<file path="src/rtl/simple_cpu_pkg.sv">
// Shared types for the simple CPU control path: opcodes, FSM states, instruction layout.
package simple_cpu_pkg;

  localparam int unsigned IR_W  = 9;
  localparam int unsigned FLD_W = 3;

  localparam logic [FLD_W-1:0] OP_MV  = 3'b000;
  localparam logic [FLD_W-1:0] OP_MVI = 3'b001;
  localparam logic [FLD_W-1:0] OP_ADD = 3'b010;
  localparam logic [FLD_W-1:0] OP_SUB = 3'b011;

  typedef enum logic [1:0] {
    T0 = 2'd0,
    T1 = 2'd1,
    T2 = 2'd2,
    T3 = 2'd3
  } state_t;

  // IR[8:6] opcode, IR[5:3] destination Rx, IR[2:0] source Ry
  typedef struct packed {
    logic [FLD_W-1:0] op;
    logic [FLD_W-1:0] rx;
    logic [FLD_W-1:0] ry;
  } ir_t;

endpackage

</file>
<file path="src/rtl/dec3to8.sv">
// 3-to-8 one-hot decoder with enable; all-zero output when disabled.
module dec3to8 (
  input  logic       en,
  input  logic [2:0] sel,
  output logic [7:0] y
);

  always_comb begin
    y = 8'h00;
    if (en) y = 8'(1) << sel;
  end

endmodule

</file>
<file path="src/rtl/alu_seq_ctrl.sv">
// Multi-cycle control FSM for the simple CPU (mv, mvi, add, sub) over a shared bus.
// Optional ALU_SEQ_CTRL_INSTCNT_EN adds a retired-legal-instruction counter (instcnt).
module alu_seq_ctrl
  import simple_cpu_pkg::*;
#(
  parameter int unsigned DW   = 16,
  parameter int unsigned NREG = 8
) (
  input  logic            clock,
  input  logic            resetn,
  input  logic            run,
  input  logic [DW-1:0]   din,
  output logic            irin,
  output logic [NREG-1:0] rin,
  output logic [NREG-1:0] rout,
  output logic            gout,
  output logic            dinout,
  output logic            ain,
  output logic            gin,
  output logic            sub,
  output logic            done
`ifdef ALU_SEQ_CTRL_INSTCNT_EN
  ,
  output logic [15:0]     instcnt
`endif
);

  state_t     state_q, state_d;
  ir_t        ir_q, ir_d;
  logic       rin_en, rout_en;
  logic [2:0] rin_sel, rout_sel;

  // Only the low 9 bits carry an instruction; the rest of din feeds the datapath.
  logic unused_din_hi;
  assign unused_din_hi = ^din[DW-1:IR_W];

  always_ff @(posedge clock or negedge resetn) begin
    if (!resetn) begin
      state_q <= T0;
      ir_q    <= '0;
    end else begin
      state_q <= state_d;
      ir_q    <= ir_d;
    end
  end

  // Outputs are pure decodes of (state, IR, run), forced quiet while in reset.
  always_comb begin
    state_d  = state_q;
    ir_d     = ir_q;
    irin     = 1'b0;
    rin_en   = 1'b0;
    rin_sel  = ir_q.rx;
    rout_en  = 1'b0;
    rout_sel = ir_q.ry;
    gout     = 1'b0;
    dinout   = 1'b0;
    ain      = 1'b0;
    gin      = 1'b0;
    sub      = 1'b0;
    done     = 1'b0;
    if (resetn) begin
      case (state_q)
        T0: begin
          if (run) begin
            irin    = 1'b1;
            ir_d    = ir_t'(din[IR_W-1:0]);
            state_d = T1;
          end
        end
        T1: begin
          state_d = T0;
          case (ir_q.op)
            OP_MV: begin
              rout_en = 1'b1;
              rin_en  = 1'b1;
              done    = 1'b1;
            end
            OP_MVI: begin
              dinout = 1'b1;
              rin_en = 1'b1;
              done   = 1'b1;
            end
            OP_ADD, OP_SUB: begin
              rout_en  = 1'b1;
              rout_sel = ir_q.rx;
              ain      = 1'b1;
              state_d  = T2;
            end
            default: done = 1'b1;
          endcase
        end
        T2: begin
          rout_en = 1'b1;
          gin     = 1'b1;
          sub     = ir_q.op[0];
          state_d = T3;
        end
        T3: begin
          gout    = 1'b1;
          rin_en  = 1'b1;
          done    = 1'b1;
          state_d = T0;
        end
        default: state_d = T0;
      endcase
    end
  end

  dec3to8 u_rin_dec (
    .en  (rin_en),
    .sel (rin_sel),
    .y   (rin)
  );

  dec3to8 u_rout_dec (
    .en  (rout_en),
    .sel (rout_sel),
    .y   (rout)
  );

`ifdef ALU_SEQ_CTRL_INSTCNT_EN
  // Illegal opcodes (op[2] set) retire but are not counted.
  always_ff @(posedge clock or negedge resetn) begin
    if (!resetn) begin
      instcnt <= '0;
    end else if (done && (ir_q.op <= OP_SUB)) begin
      instcnt <= instcnt + 16'd1;
    end
  end
`endif

endmodule

</file>
<file path="config.mk">
export PLATFORM = sky130hd
export DESIGN_NAME = alu_seq_ctrl
export DESIGN_NICKNAME = d
export VERILOG_FILES = /design/src/rtl/simple_cpu_pkg.sv /design/src/rtl/dec3to8.sv /design/src/rtl/alu_seq_ctrl.sv
export SDC_FILE = /design/constraint.sdc
export NUM_CORES = 1
export LEC_CHECK = 0
export CAP_MARGIN = 20
export CORE_MARGIN = 10
export CORE_UTILIZATION = 40
export DETAILED_ROUTE_END_ITERATION = 16
export GPL_ROUTABILITY_DRIVEN = 0
export PLACE_DENSITY = 0.79
export SLEW_MARGIN = 20
export SYNTH_ARGS = -nofsm -noshare
export SYNTH_HDL_FRONTEND = slang
export SYNTH_HIERARCHICAL = 1
export SYNTH_SLANG_ARGS = --single-unit
</file>
<file path="constraint.sdc">
create_clock -name clock -period 2.5 [get_ports clock]
set_input_delay 0.625 -clock clock [delete_from_list [all_inputs] [get_ports clock]]
set_output_delay 0.625 -clock clock [all_outputs]
set_load 0.01 [all_outputs]
</file>
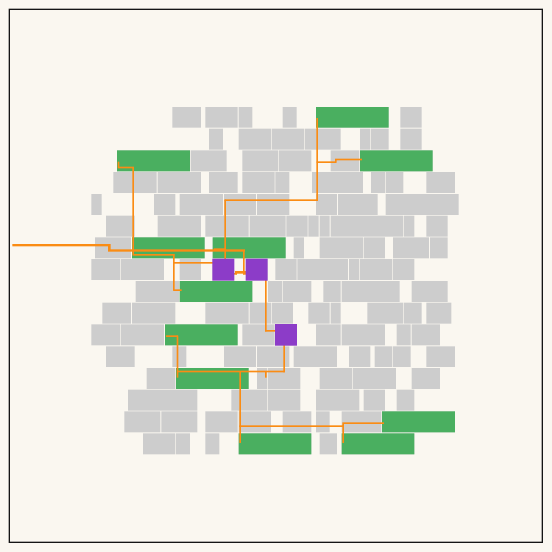
**Above:** run 1 (routed clock nets over the placement).
(8 px per micron)
Key: clock drivers = purple [count 3]; flip-flops = green [count 11]; clock wires = orange [length 169 microns]
There are 4 routed clock nets.

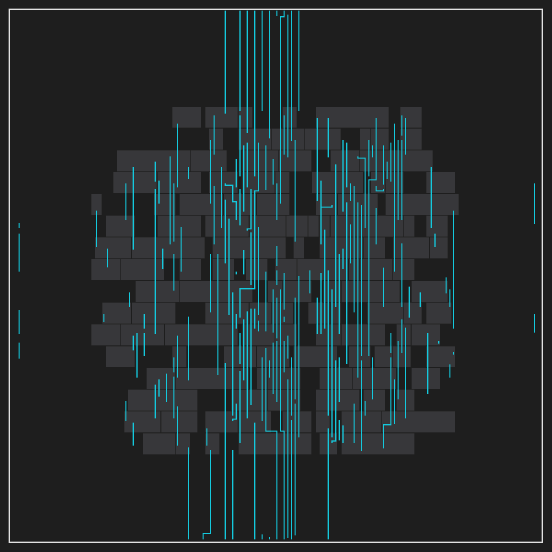
**Above:** run 1 (metal 2).
(8 px per micron)
The wires run mostly vertical. The longest straight run is 23.3 microns. The layer holds 54% of the routed length. 126 nets have wire on it.
DRT Wirelength: 2460 microns
vias: 772
GRT met2 Usage: 21.1%

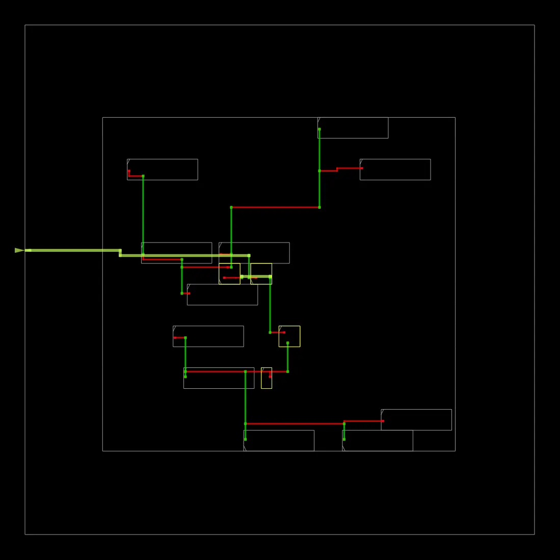
**Above:** run 1 (the clock network).
CTS Buf Count: 3
clock buffer count: 4
worst clock skew: 0.00419 ns

[run 1: kinds of logic (layout without fill, tap and decap cells)]
logic type      Yosys count  count (layout)  share of synthesized area, %
mux                      13              13                          20.7
fa+ha+maj                 4               4                          5.80
simple gates             34              34                          36.7
compound gates            4               4                          2.61
flops                    11              11                          31.9
buf+inv                   5              60                          2.32
[run 1: cell usage after synthesis (all sizes together)]
| cell | instances | area, sq um |
|---|---|---|
| dfrtp | 11 | 275 |
| nor4b | 2 | 30.0 |
| and3 | 3 | 18.8 |
| nor2 | 2 | 7.51 |
| inv | 4 | 15.0 |
| nand3 | 2 | 27.5 |
| nor3b | 1 | 7.51 |
| a21oi | 3 | 15.0 |
| nand2b | 3 | 18.8 |
| nor2b | 3 | 26.3 |
| and4b | 6 | 65.1 |
| and4bb | 6 | 75.1 |
| nand2 | 2 | 7.51 |
| mux2i | 1 | 10.0 |
| mux2 | 12 | 169 |
| o21a | 1 | 7.51 |
| and2 | 2 | 12.5 |
| ha | 4 | 50.1 |
| and4 | 2 | 20.0 |
| buf | 1 | 5.00 |
[run 1: registers in the layout (all words and copies together) (netlist names), named ones only]
| signal | cells |
|---|---|
| ir_q | 6 |
| rin_sel | 3 |
| state_q | 1 |
[run 1: how the worst max path moves through the flow]
stage | endpoint | slack (ns) | cells past startpoint
after global placement | rout[0] | -0.66 | 5
after global routing | rout[0] | -0.21 | 7
after floorplan | rout[0] | 0.21 | 6
final | rout[0] | -0.1 | 7
after detailed placement | rout[0] | -0.70 | 5
after CTS | rout[0] | -0.09 | 7
[run 1: what timing repair did]
item	in CTS	in global routing
gates resized	94	12
setup buffers	5	1
setup endpoints to repair	23	22
pin swaps	8	10
[run 1: routing by layer]
metal,GRT usage (%),share of wire (%)
met1,11.6,41
met2,21.1,54
met3,3.51,5.1
met4,2.09,0
met5,0,0
==> reports/results.tsv, run 1 <==
stage	metric	value	unit
outcome	status	complete, but fails checks	
logic_synthesis	ys cells	71	
timing	Slew Viols, Final	0	
placed_design	dpl ws	-0.696	ns
cts	clock tree sinks	11	
final_layout	fill count	151	
timing	Final WS setup	-0.0965	ns
final_layout	fin area	1470	sq um
setup_path	max incr delay on CP	0.40	ns
floorplanning	# Taps	27	
final_layout	FF/Latch Area	275	sq um
floorplanning	Die Size	4420	sq um
placed_design	placed cell areas	1330	sq um
cts	worst-case clock buffer depth	2	
setup_path	CP Data Required Time	1.88	ns
power_and_ir_drop	comb pwr	987	uW
final_layout	# diodes	0	
outcome	failing checks	negative setup slack	
timing	Final setup viols	9	
placed_design	Buffers on Ports	34	
cts	clk latency late pin	0.26	ns
cts	Hold-fix buffers, CTS	0	
min_path	worst hold start	ir_q[0]$_DFFE_PN0P_	
setup_path	Worst path slowest cell	dfrtp_1	
cts	CTS tree	built	
floorplanning	Std-Cell Core Area	2000	sq um
power_and_ir_drop	Worst VDD drop	0.591	mV
final_layout	Inverters excl. clock	4	
timing	clock period minus worst slack	2.60	ns
setup_path	cells on worst reg2reg path	7	
setup_path	worst-path cell chain	inv_2, ha_4, nor2b_4, nand3_4, mux2_4, nor4b_2, buf_2	
power_and_ir_drop	Internal	908	uW
final_layout	Final Core Density	73.3	%
logic_synthesis	post-synthesis cell count	71	
drt	DRC	0	
setup_path	WP buf/inv	2	
setup_path	Max FO, Critical Path	8	
final_layout	Syn-to-layout area delta	70.0	%
drt	Antenna Violating Nets Remaining	0	
min_path	Worst Hold Class	reg2reg	
drt	wire per inst	16.0	microns
logic_synthesis	Warnings, synthesis	6	
timing	RSZ-0062 raised after global routing	yes	
cts	Root Driver	clkbuf_4	
setup_path	Worst setup SP type	flop	
floorplanning	row count	16	
final_layout	fraction of area in multi-input gates	43.9	%
power_and_ir_drop	Clk power	123	uW
timing	Slew @ Worst Pin	0.221	ns
grt	initial antenna violation count	0	
power_and_ir_drop	switching share of total power	37.6	%
timing	Tcrit/Tclk final	104	%
floorplanning	Die Y	66.5	microns
logic_synthesis	sequential area share after synthesis	31.9	%
logic_synthesis	Mapped Area	863	sq um
setup_path	Worst R2R Setup Slack	0.92	ns
timing	Total Neg Setup Slack	-0.478	ns
flow_run	tool warning count	38	
logic_synthesis	Synthesized Nets	94	
cts	CTS H-tree lvls	1	
logic_synthesis	average cell area after synthesis	12.2	sq um
final_layout	flop share of the area	18.8	%
final_layout	most instantiated logic cells after routing	buf_4 (14), mux2_4 (12), clkdlybuf4s50_1 (12)	
final_layout	number of logic gates	55	
grt	largest net degree at the start of global routing	23	
timing	relative slew slack	85.3	%
final_layout	Clock buffers and inverters, area share	1.79	%
setup_path	top cell family by delay on the critical path	simple AND/OR/NAND/NOR gates	
grt	first-pass GRT wire length	3890	microns
floorplanning	Die X	66.5	microns
grt	vias in the first global route	822	
--- run 2 (diff from run 1) ---
- PLACE_DENSITY: 0.79 -> 0.87
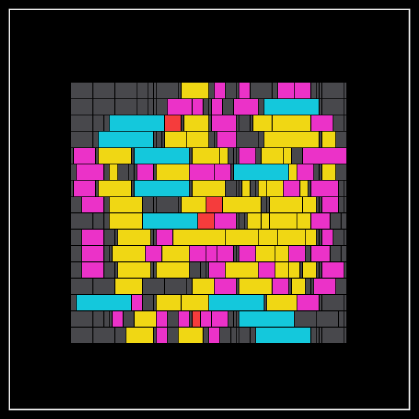
**Above:** run 2 (placement by cell class).
(6 px per micron) Fill, decap, tap and diode cells in gray.
Key: remaining buffers and delay cells = magenta [cells 53]; combinational and other logic = yellow [cells 59]; clock drivers and dummy loads = red [cells 4]; sequential cells = cyan [cells 11]

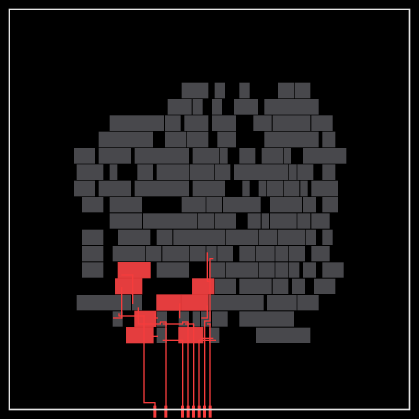
**Above:** run 2 (port wiring).
(6 px per micron)
Key: rin = red [bits 8, direction output, end cells 8, buffers 8, wire 173 microns]
Buffers on Ports: 34
I/O Pins: 42

==> run 2 against run 1 <==
Compared with the run above:
- the flow still finishes with violations (negative setup slack)
- sequential cell count unchanged
- global-route usage rose by 0.51 points
- combinational power decreased by 5.5%
- fmax shrank 1.6%
- setup slack got worse by 0.041 ns
- power is 3.4% lower
- sequential share of layout area grew 0.84 points
- design area decreased by 4.3%
- wire length grew 2.6%
- critical path depth is the same
- worst hold slack worse by 0.19 ns
==> reports/results.tsv, run 2 <==
stage	metric	value	unit	change
setup_path	max incr delay on CP	0.39	ns	was 0.40 ns
grt	initial antenna violation count	0		unchanged
logic_synthesis	Compound Share, Synth	2.61	%	unchanged
cts	Hold-fix buffers, CTS	0		unchanged
setup_path	Worst setup SP type	flop		unchanged
timing	Total Neg Setup Slack	-0.622	ns	was -0.478 ns
drt	wire per inst	16.4	microns	was 16.0 microns
drt	DRC	0		unchanged
floorplanning	Die Y	66.5	microns	unchanged
timing	Slew Viols, Final	0		unchanged
setup_path	Worst path slowest cell	dfrtp_1		unchanged
logic_synthesis	Synth logic family	simple AND/OR/NAND/NOR gates		unchanged
cts	clock tree sinks	11		unchanged
timing	relative slew slack	86.1	%	was 85.3%
logic_synthesis	sequential area share after synthesis	31.9	%	unchanged
grt	largest net degree at the start of global routing	23		unchanged
logic_synthesis	cell taking the most area after synthesis	dfrtp_1		unchanged
logic_synthesis	Mapped Area	863	sq um	unchanged
floorplanning	Die X	66.5	microns	unchanged
timing	clock period minus worst slack	2.64	ns	was 2.60 ns
final_layout	max reg flops	6		unchanged
timing	Slew @ Worst Pin	0.208	ns	was 0.221 ns
setup_path	cells on worst reg2reg path	7		unchanged
setup_path	WP buf/inv	2		unchanged
logic_synthesis	xor/xnor share	0	%	unchanged
final_layout	# diodes	0		unchanged
logic_synthesis	and+or+nand+nor area frac	36.7	%	unchanged
timing	Final setup viols	8		was 9
setup_path	Worst R2R Setup Slack	0.91	ns	was 0.92 ns
power_and_ir_drop	Worst VDD drop	0.532	mV	was 0.591 mV
final_layout	most instantiated logic cells after routing	buf_4 (18), mux2_4 (12), clkdlybuf4s50_1 (12)		was buf_4 (14), mux2_4 (12), clkdlybuf4s50_1 (12)
logic_synthesis	Synthesized Nets	94		unchanged
floorplanning	Std-Cell Core Area	2000	sq um	unchanged
setup_path	Max FO, Critical Path	8		unchanged
timing	RSZ-0062 raised after global routing	yes		unchanged
setup_path	crit path to	rout[0]		unchanged
logic_synthesis	fa+ha+maj area frac	5.80	%	unchanged
final_layout	Most flops, register	ir_q		unchanged
grt	vias in the first global route	860		was 822
logic_synthesis	asr flop ratio synth	100	%	unchanged
power_and_ir_drop	comb pwr	933	uW	was 987 uW
logic_synthesis	ys cells	71		unchanged
timing	Final WS setup	-0.138	ns	was -0.0965 ns
drt	Antenna Violating Nets Remaining	0		unchanged
floorplanning	row count	16		unchanged
flow_run	tool warning count	38		unchanged
logic_synthesis	Mux area share	20.7	%	unchanged
outcome	status	complete, but fails checks		unchanged
drt	vias	782		was 772
logic_synthesis	Post-synth EDFFs	0		unchanged
logic_synthesis	synth cell count leaders	dfrtp_1 (11), mux2_4 (9)		unchanged
power_and_ir_drop	switching share of total power	38.5	%	was 37.6%
setup_path	CP Data Required Time	1.88	ns	about the same
cts	CTS Buf Count	3		unchanged
floorplanning	Die Size	4420	sq um	unchanged
logic_synthesis	post-synth top area share	31.9	%	unchanged
final_layout	Final Core Density	70.2	%	was 73.3%
cts	clk latency late pin	0.27	ns	was 0.26 ns
min_path	Worst Hold Class	in2async		was reg2reg
grt	first-pass GRT wire length	4030	microns	was 3890 microns
power_and_ir_drop	Internal	865	uW	was 908 uW
cts	worst-case clock buffer depth	2		unchanged
logic_synthesis	Cell area leaders	dfrtp_1 (32%), mux2_4 (16%), and4bb_1 (5.8%), ha_1 (5.8%), and4b_2 (5.2%)		unchanged
power_and_ir_drop	Clk power	130	uW	was 123 uW
timing	worst clock skew	0.00659	ns	was 0.00419 ns
timing	Tcrit/Tclk final	106	%	was 104%
drt	DRT Wirelength	2520	microns	was 2460 microns
outcome	failing checks	negative setup slack		unchanged
cts	CTS H-tree lvls	1		unchanged
## run 2: netlist changes by cell type in the layout (fill, tap and decap cells not counted), sizes merged
cell,delta
dlymetal6s2s,-2
clkbuf,+1
dlygate4sd2,+2
## run 2: per-stage QoR
step	cells	total power, uW	worst slack [ns]	instance area (sq um)	hold WS [ns]
6_report	154	1400	-0.138	1410	0.341
5_1_grt	154	1500	-0.208	1410	0.344
4_1_cts	152	1350	-0.139	1390	0.523
3_5_place_dp	143	1130	-0.758	1320	0.502
3_3_place_gp	143	1090	-0.648	1320	0.501
2_1_floorplan	71	801	0.210	863	0.329
## run 2: cell families (layout without fill, tap and decap cells)
| group | after synthesis | in the layout |
|---|---|---|
| and+or+nand+nor | 34 | 34 |
| muxes | 13 | 13 |
| DFF | 11 | 11 |
| buffers and inverters | 5 | 61 |
| adders and majority gates | 4 | 4 |
| AOI/OAI and AO/OA | 4 | 4 |
## run 2: routing by layer
| metal | up-vias | wire [microns] | GRT usage [%] |
|---|---|---|---|
| met4 | 0 | 76 | 5.24 |
| met5 | - | 0 | 0 |
| met3 | 8 | 151 | 4.18 |
| met1 | 373 | 962 | 10.9 |
| met2 | 24 | 1330 | 21.8 |
| li1 | 377 | - | - |
## run 2: timing repair
action                                  4_1_cts  5_1_grt
pin swaps                                     5        2
gates cloned                                  0        0
buffers inserted                              5        2
endpoints found under the hold margin         0        0
resized                                      87        7
endpoints found under the setup margin       23       20
## run 2: final cells by class
cell class / instances / area, sq um
well taps: 27 / 33.8
fillers: 153 / 597
clock buffers: 4 / 26.3
flip-flops and latches: 11 / 275
inverters: 4 / 15.0
multi-input cells: 55 / 618
repair buffers: 53 / 437
--- run 3 (diff from run 2) ---
- PLACE_DENSITY: 0.87 -> 0.77
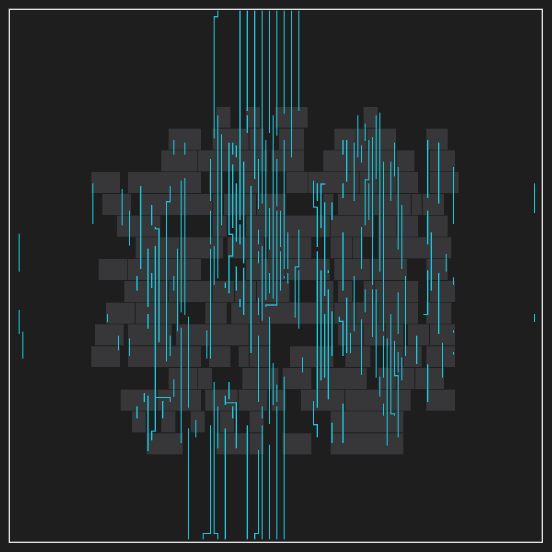
**Above:** run 3 (metal 2).
(8 px per micron)
The layer carries 1300 microns of wire. 125 nets have wire on it. The wires run mostly vertical.

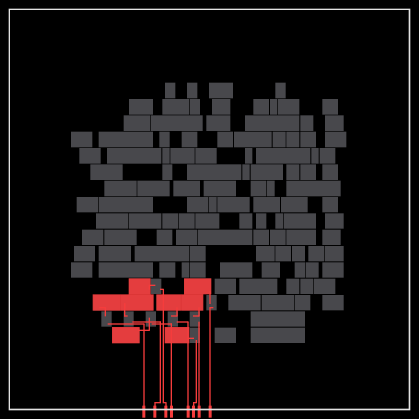
**Above:** run 3 (port wiring).
(6 px per micron)
Key: rin = red [bits 8, direction output, end cells 8, buffers 8, wire 154 microns]

==> run 3 against run 2 <==
Compared with the run above:
- synthesized cell count stayed put
- the flow still finishes with violations (negative setup slack)
- non-clock buffer count shrank 1
- count of clock-buffer cells in the layout unchanged
- sequential cell count unchanged
- sequential share of layout area grew 0.36 points
- worst hold slack better by 0.18 ns
==> reports/results.tsv, run 3 <==
stage	metric	value	unit	change
final_layout	fin area	1380	sq um	was 1410 sq um
drt	DRC	0		unchanged
grt	largest net degree at the start of global routing	23		unchanged
cts	Root Driver	clkbuf_4		unchanged
setup_path	Worst R2R Setup Slack	0.93	ns	was 0.91 ns
setup_path	Worst path slowest cell	dfrtp_1		unchanged
timing	Total Neg Setup Slack	-0.417	ns	was -0.622 ns
outcome	failing checks	negative setup slack		unchanged
logic_synthesis	Warnings, synthesis	6		unchanged
outcome	status	complete, but fails checks		unchanged
logic_synthesis	Synthesized Nets	94		unchanged
cts	clk latency late pin	0.27	ns	about the same
final_layout	Syn-to-layout area delta	59.9	%	was 62.8%
timing	Tcrit/Tclk final	104	%	was 106%
setup_path	worst-path cell chain	inv_2, ha_4, nor2b_4, nand3_4, mux2_4, nor4b_4, buf_2		unchanged
timing	Final WS setup	-0.0917	ns	was -0.138 ns
floorplanning	row count	16		unchanged
cts	cts repair resizes	70		was 87
floorplanning	Die Y	66.5	microns	unchanged
drt	DRT Wirelength	2350	microns	was 2520 microns
logic_synthesis	ys cells	71		unchanged
power_and_ir_drop	comb pwr	908	uW	was 933 uW
cts	clock tree sinks	11		unchanged
power_and_ir_drop	Clk power	122	uW	was 130 uW
timing	Final Hold Viols	0		unchanged
final_layout	fill count	164		was 153
logic_synthesis	cell taking the most area after synthesis	dfrtp_1		unchanged
power_and_ir_drop	Internal	860	uW	was 865 uW
logic_synthesis	Post-synth EDFFs	0		unchanged
power_and_ir_drop	Worst VDD drop	0.664	mV	was 0.532 mV
setup_path	WP buf/inv	2		unchanged
placed_design	Buffers on Ports	34		unchanged
setup_path	crit path to	rout[0]		unchanged
setup_path	top cell family by delay on the critical path	simple AND/OR/NAND/NOR gates		unchanged
floorplanning	Std-Cell Core Area	2000	sq um	unchanged
setup_path	CP Data Required Time	1.88	ns	about the same
power_and_ir_drop	switching share of total power	37.2	%	was 38.5%
timing	Slew @ Worst Pin	0.193	ns	was 0.208 ns
grt	initial antenna violation count	0		unchanged
timing	RSZ-0062 raised after global routing	yes		unchanged
cts	post-CTS setup buffers	5		unchanged
cts	Hold-fix buffers, CTS	0		unchanged
final_layout	# diodes	0		unchanged
setup_path	max incr delay on CP	0.39	ns	about the same
setup_path	WP depth	7		unchanged
setup_path	cells on worst reg2reg path	7		unchanged
cts	worst-case clock buffer depth	2		unchanged
min_path	Worst Hold Class	in2async		unchanged
cts	CTS H-tree lvls	1		unchanged
timing	Slew Viols, Final	0		unchanged
placed_design	# placed instances	143		unchanged
logic_synthesis	post-synth top area share	31.9	%	unchanged
timing	Hold WS	0.518	ns	was 0.341 ns
floorplanning	Die Size	4420	sq um	unchanged
floorplanning	I/O Pins	42		unchanged
timing	clock period minus worst slack	2.59	ns	was 2.64 ns
setup_path	Worst setup SP type	flop		unchanged
drt	wire per inst	15.4	microns	was 16.4 microns
logic_synthesis	average cell area after synthesis	12.2	sq um	unchanged
cts	CTS Buf Count	3		unchanged
logic_synthesis	post-synthesis cell count	71		unchanged
floorplanning	Die X	66.5	microns	unchanged
cts	CTS tree	built		unchanged
grt	vias in the first global route	758		was 860
flow_run	tool warning count	38		unchanged
logic_synthesis	most common cell in the synthesized netlist	dfrtp_1		unchanged
timing	relative slew slack	87.1	%	was 86.1%
timing	worst clock skew	0.00604	ns	was 0.00659 ns
grt	first-pass GRT wire length	3720	microns	was 4030 microns
logic_synthesis	sequential area share after synthesis	31.9	%	unchanged
final_layout	Layout Cells excl Fill	153		was 154
timing	Final setup viols	8		unchanged
logic_synthesis	Cell area leaders	dfrtp_1 (32%), mux2_4 (16%), and4bb_1 (5.8%), ha_1 (5.8%), and4b_2 (5.2%)		unchanged
final_layout	most instantiated logic cells after routing	buf_4 (17), clkdlybuf4s50_1 (13), mux2_4 (12)		was buf_4 (18), mux2_4 (12), clkdlybuf4s50_1 (12)
logic_synthesis	asr flop ratio synth	100	%	unchanged
placed_design	dpl ws	-0.716	ns	was -0.758 ns
logic_synthesis	post-synth cell types	25		unchanged
placed_design	placed cell areas	1320	sq um	unchanged
-- run 3: cell types whose count changed in the layout (fill, tap and decap cells not counted) --
cell / before / now
clkbuf_2: 2 / 8
buf_12: 1 / 0
clkdlybuf4s50_1: 12 / 13
dlymetal6s2s_1: 2 / 0
buf_2: 11 / 5
buf_6: 4 / 3
a21oi_1: 2 / 3
buf_4: 18 / 17
buf_8: 0 / 1
dlygate4sd2_1: 3 / 5
a21oi_2: 1 / 0
-- run 3: cells by family (layout without fill, tap and decap cells) --
kind of cell    count (synthesis)  after routing  synth area share [%]
mux                            13             13                  20.7
simple gates                   34             34                  36.7
buf+inv                         5             60                  2.32
compound gates                  4              4                  2.61
fa+ha+maj                       4              4                  5.80
flops                          11             11                  31.9
-- run 3: worst min path at each step --
stage                         from                    endpoint  cells past startpoint  slack [ns]
6_report                    resetn         ir_q[1]$_DFFE_PN0P_                      2        0.52
5_1_grt        ir_q[0]$_DFFE_PN0P_         ir_q[0]$_DFFE_PN0P_                      1        0.53
4_1_cts                     resetn  asynchronous set/reset pin                      2        0.51
3_5_place_dp   ir_q[0]$_DFFE_PN0P_         ir_q[0]$_DFFE_PN0P_                      1        0.50
3_3_place_gp   ir_q[1]$_DFFE_PN0P_         ir_q[1]$_DFFE_PN0P_                      1        0.50
2_1_floorplan               resetn  asynchronous set/reset pin                      0        0.33
-- run 3: routing by layer --
layer	part of all wire, %	track usage (%)	vias up
met5	0	0	-
met4	0	3.14	0
met3	6.9	3.01	0
met2	55	20.3	23
met1	38	10.7	363
li1	-	-	378
-- run 3: layout make-up --
cell class                      count  area [sq um]  share of cell area, %
Inverter                            4          15.0                   1.09
Multi-Input combinational cell     55           614                   44.5
Tap cell                           27          33.8                   2.45
Clock buffer                        4          26.3                   1.90
Sequential cell                    11           275                   19.9
Timing Repair Buffer               52           415                   30.1
No activity file was given, so power comes from the tool's default toggle rates.
